<file path="src/rtl/tpi_profile_ctrl.sv">
// Sequencer that sweeps an LFSR pattern set through baseline, fault and fault+control-point phases
// and counts response hits per phase. Optional obs_hits counter enabled by TPI_OBS_CNT_EN.
module tpi_profile_ctrl #(
    parameter int          PATTERNS = 10000,
    parameter int          CNT_W    = 16,
    parameter logic [15:0] SEED     = 16'hACE1
) (
    input  logic             clk,
    input  logic             rst,
    input  logic             start,
    input  logic             abort,
    input  logic             out_base,
    input  logic             out_tpi,
    input  logic             obs,
    output logic [15:0]      dut_in,
    output logic             test_mode,
    output logic             cp_force_1,
    output logic             fault_enable,
    output logic             busy,
    output logic             done,
    output logic [CNT_W-1:0] base_hits,
    output logic [CNT_W-1:0] nocp_hits,
`ifdef TPI_OBS_CNT_EN
    output logic [CNT_W-1:0] obs_hits,
`endif
    output logic [CNT_W-1:0] cp_hits
);

    typedef enum logic [2:0] {IDLE, BASE, FAULT, CP, DONE} state_t;

    // An all-zero seed would lock the LFSR, so it is swapped for the default.
    localparam logic [15:0]      SEED_EFF = (SEED == 16'h0000) ? 16'hACE1 : SEED;
    localparam logic [CNT_W-1:0] LAST_CNT = CNT_W'(PATTERNS - 1);
    localparam logic [CNT_W-1:0] ONE      = CNT_W'(1);

    state_t           state;
    logic [CNT_W-1:0] pat_cnt;
    logic             last;

    assign last = (pat_cnt == LAST_CNT);

    function automatic logic [15:0] lfsr_next(input logic [15:0] s);
        return {s[14:0], s[15] ^ s[13] ^ s[12] ^ s[10]};
    endfunction

`ifndef TPI_OBS_CNT_EN
    logic obs_unused;
    assign obs_unused = obs;
`endif

    always_ff @(posedge clk) begin
        if (rst || abort) begin
            state        <= IDLE;
            pat_cnt      <= '0;
            dut_in       <= 16'h0000;
            test_mode    <= 1'b0;
            cp_force_1   <= 1'b0;
            fault_enable <= 1'b0;
            busy         <= 1'b0;
            done         <= 1'b0;
            base_hits    <= '0;
            nocp_hits    <= '0;
            cp_hits      <= '0;
`ifdef TPI_OBS_CNT_EN
            obs_hits     <= '0;
`endif
        end else begin
            case (state)
                IDLE, DONE: begin
                    if (start) begin
                        state     <= BASE;
                        pat_cnt   <= '0;
                        dut_in    <= SEED_EFF;
                        busy      <= 1'b1;
                        done      <= 1'b0;
                        base_hits <= '0;
                        nocp_hits <= '0;
                        cp_hits   <= '0;
`ifdef TPI_OBS_CNT_EN
                        obs_hits  <= '0;
`endif
                    end
                end
                BASE: begin
                    if (out_base) base_hits <= base_hits + ONE;
                    if (last) begin
                        state        <= FAULT;
                        pat_cnt      <= '0;
                        dut_in       <= SEED_EFF;
                        fault_enable <= 1'b1;
                    end else begin
                        pat_cnt <= pat_cnt + ONE;
                        dut_in  <= lfsr_next(dut_in);
                    end
                end
                FAULT: begin
                    if (out_tpi) nocp_hits <= nocp_hits + ONE;
`ifdef TPI_OBS_CNT_EN
                    if (obs) obs_hits <= obs_hits + ONE;
`endif
                    if (last) begin
                        state      <= CP;
                        pat_cnt    <= '0;
                        dut_in     <= SEED_EFF;
                        test_mode  <= 1'b1;
                        cp_force_1 <= 1'b1;
                    end else begin
                        pat_cnt <= pat_cnt + ONE;
                        dut_in  <= lfsr_next(dut_in);
                    end
                end
                CP: begin
                    if (out_tpi) cp_hits <= cp_hits + ONE;
`ifdef TPI_OBS_CNT_EN
                    if (obs) obs_hits <= obs_hits + ONE;
`endif
                    if (last) begin
                        // dut_in keeps the final pattern while results are read back.
                        state        <= DONE;
                        pat_cnt      <= '0;
                        test_mode    <= 1'b0;
                        cp_force_1   <= 1'b0;
                        fault_enable <= 1'b0;
                        busy         <= 1'b0;
                        done         <= 1'b1;
                    end else begin
                        pat_cnt <= pat_cnt + ONE;
                        dut_in  <= lfsr_next(dut_in);
                    end
                end
                default: state <= IDLE;
            endcase
        end
    end

endmodule

</file>
<file path="config.mk">
export PLATFORM = sky130hd
export DESIGN_NAME = tpi_profile_ctrl
export DESIGN_NICKNAME = d
export VERILOG_FILES = /design/src/rtl/tpi_profile_ctrl.sv
export SDC_FILE = /design/constraint.sdc
export NUM_CORES = 1
export LEC_CHECK = 0
export CAP_MARGIN = 10
export CORE_ASPECT_RATIO = 1.5
export CORE_MARGIN = 2
export CORE_UTILIZATION = 51
export CTS_BUF_LIST = sky130_fd_sc_hd__clkbuf_4
export DETAILED_ROUTE_END_ITERATION = 6
export GPL_TIMING_DRIVEN = 0
export PLACE_DENSITY = 0.77
export SYNTH_ARGS = -nofsm -noshare
export SYNTH_HDL_FRONTEND = slang
export SYNTH_SLANG_ARGS = --single-unit
</file>
<file path="constraint.sdc">
create_clock -name clk -period 4.7 [get_ports clk]
set_clock_uncertainty 0.1 [all_clocks]
set_input_delay 1.41 -clock clk [delete_from_list [all_inputs] [get_ports clk]]
set_output_delay 1.41 -clock clk [all_outputs]
set_load 0.02 [all_outputs]
</file>
**Signal metal coverage by tile**

Bar = 20 µm. The die is cut into 16 by 23 equal tiles; dark blue is low, red is high, scaled to the fullest tile. Values are wire area over tile area, all layers added.
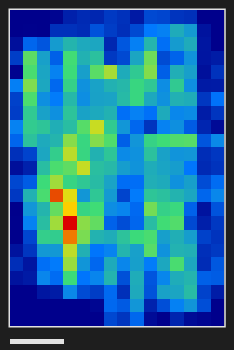
tiles over half the peak	11%
mean over tiles	0.19
nearly empty tiles	9.5%
fullest tile	0.69

==> metrics.yaml <==
logic_synthesis:
  synthAdderAreaFrac: 0.0115
  area_leaders: "dfxtp_1 (40%), a21oi_1 (3.9%), nand2_1 (3.6%)"
  synth.logic.top_family: "simple AND/OR/NAND/NOR gates"
  synthMuxAreaShare: 0.0232
  yosys-stat-area_um2: 4360
  synthCells: 499
  ys_sh_xor: 0.0341
  ys_sh_simple: 0.263
  syn-num-nets: 510
  aoi_share: 0.219
  ys_cells: 499
  yosysWarnings: 0
  edf_count: 0
  synthFlopType: "dfxtp_1"
  top_cells_by_count: "dfxtp_1 (87), nand2_1 (42), a21oi_1 (34)"
  top_area_frac: 0.399
sta:
  setup_tns_ps: 0
  slew_viol_final: 0
  slew_headroom: 0.509
  fmax_mhz: 316
  rsz0062_at_grt: "false"
  fin_crit_sh: 0.673
  whs_ps: 382
floorplan:
  io_pins: 76
  design.core.area_um2: 8360
  chipWidth_um: 79.5
  die_y_um: 117
  placementRows: 41
  num_tap_cells: 107
layout:
  lay_top_cells: "dfxtp_1 (87), clkdlybuf4s50_1 (74), nand2_1 (42)"
  clk_share: 0.0348
  largest_cell_class: "combinational gates"
  utilization: 0.649
  mostFrequentLayoutCell: "dfxtp_1"
  diodes: 0
  fin_nets: 595
  seq_share: 0.321
  comb_area_um2: 2400
  nFillCells: 712
  buffers: 104
  area_delta_synth_final_pct: 24.4
  clock_buffer_count: 9
power_and_ir_drop:
  finalPower_w: 0.00137
  ir_worst_vdd_uv: 156
worst_setup_path:
  worstPathRequired_ps: 4940
  r2r_slack_ps: 2280
  cp-startpoint: "start"
  r2r-start: "pat_cnt[0]"
  end_kind: "flop"
  rr_worst_depth: 7
  max_stage_delay_ps: 600
  slowest_stage: "clkdlybuf4s50_1"
  critPathArrivalTime_ps: 3410
  setup.worst_path.class: "in2reg"
  r2r_end: "pat_cnt[11]"
placement:
  post-place-cells: 680
  preCtsSetupSlack_ps: 1000
  placed_area_um2: 5240
  dp_hpwl_um: 8320
global_routing:
  grt_start_max_net_pins: 16
  busiest_layer: "met2"
  grt_pass1_vias: 3864
  grt_pass1_wl_um: 18300
routing:
  viasPerCell: 6.07
  wl_met2_um: 6110
  vias: 4224
  met3_length_um: 466
  drc: 0
  drt_first_pass_iters: 5
  routed_wl_um: 11400
  met1_length_um: 4680
min_path:
  min_to: "cp_hits[15]"
clocking:
  clock-root-buffer: "clkbuf_4"
  clkTransAtPathRegs_ps: 140
  numCtsBuffers: 9
  worstSkewPairLatency_ps: 460
  cts_tree: "yes"
run_status:
  status: "complete, no violations"
run:
  drv_cap: 0
**Met1 routing**

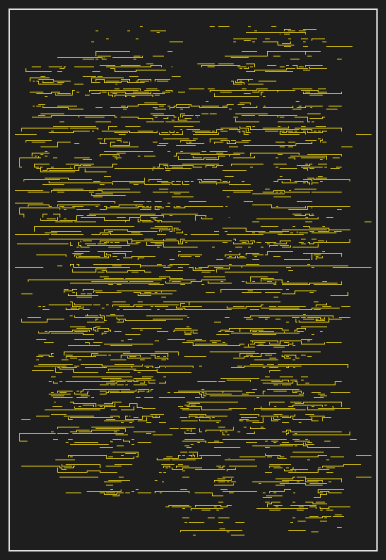
wire length on this layer	4680 µm
share of all routed wire	41%

-- sequential cells by signal (all words and copies together) (netlist names) --
register	cells
state	3
base_hits	16
dut_in	16
cp_hits	16
busy	1
fault_enable	1
pat_cnt	16
done	1
nocp_hits	16
cp_force_1	1
-- kinds of logic after synthesis --
group                    Yosys count
adder cells (fa/ha/maj)            4
buffers and inverters             51
AND-OR/OR-AND                    131
flip-flops                        87
multiplexers                      10
AND/OR/NAND/NOR                  199
XOR/XNOR                          17
-- power by group --
part	switching [W]	leakage, nW	internal, W	total (W)
Combinational	0.0000514	0.914	0.0000289	0.0000803
Sequential	0.00000563	0.702	0.000743	0.000749
Clock	0.000273	0.0884	0.000269	0.000543
-- worst max-delay path, delay by kind of cell --
family                 cells  cell delay, ps
and+or+nand+nor            3             770
buffers and inverters      3            1230
Power is estimated from default activity; no workload was simulated.
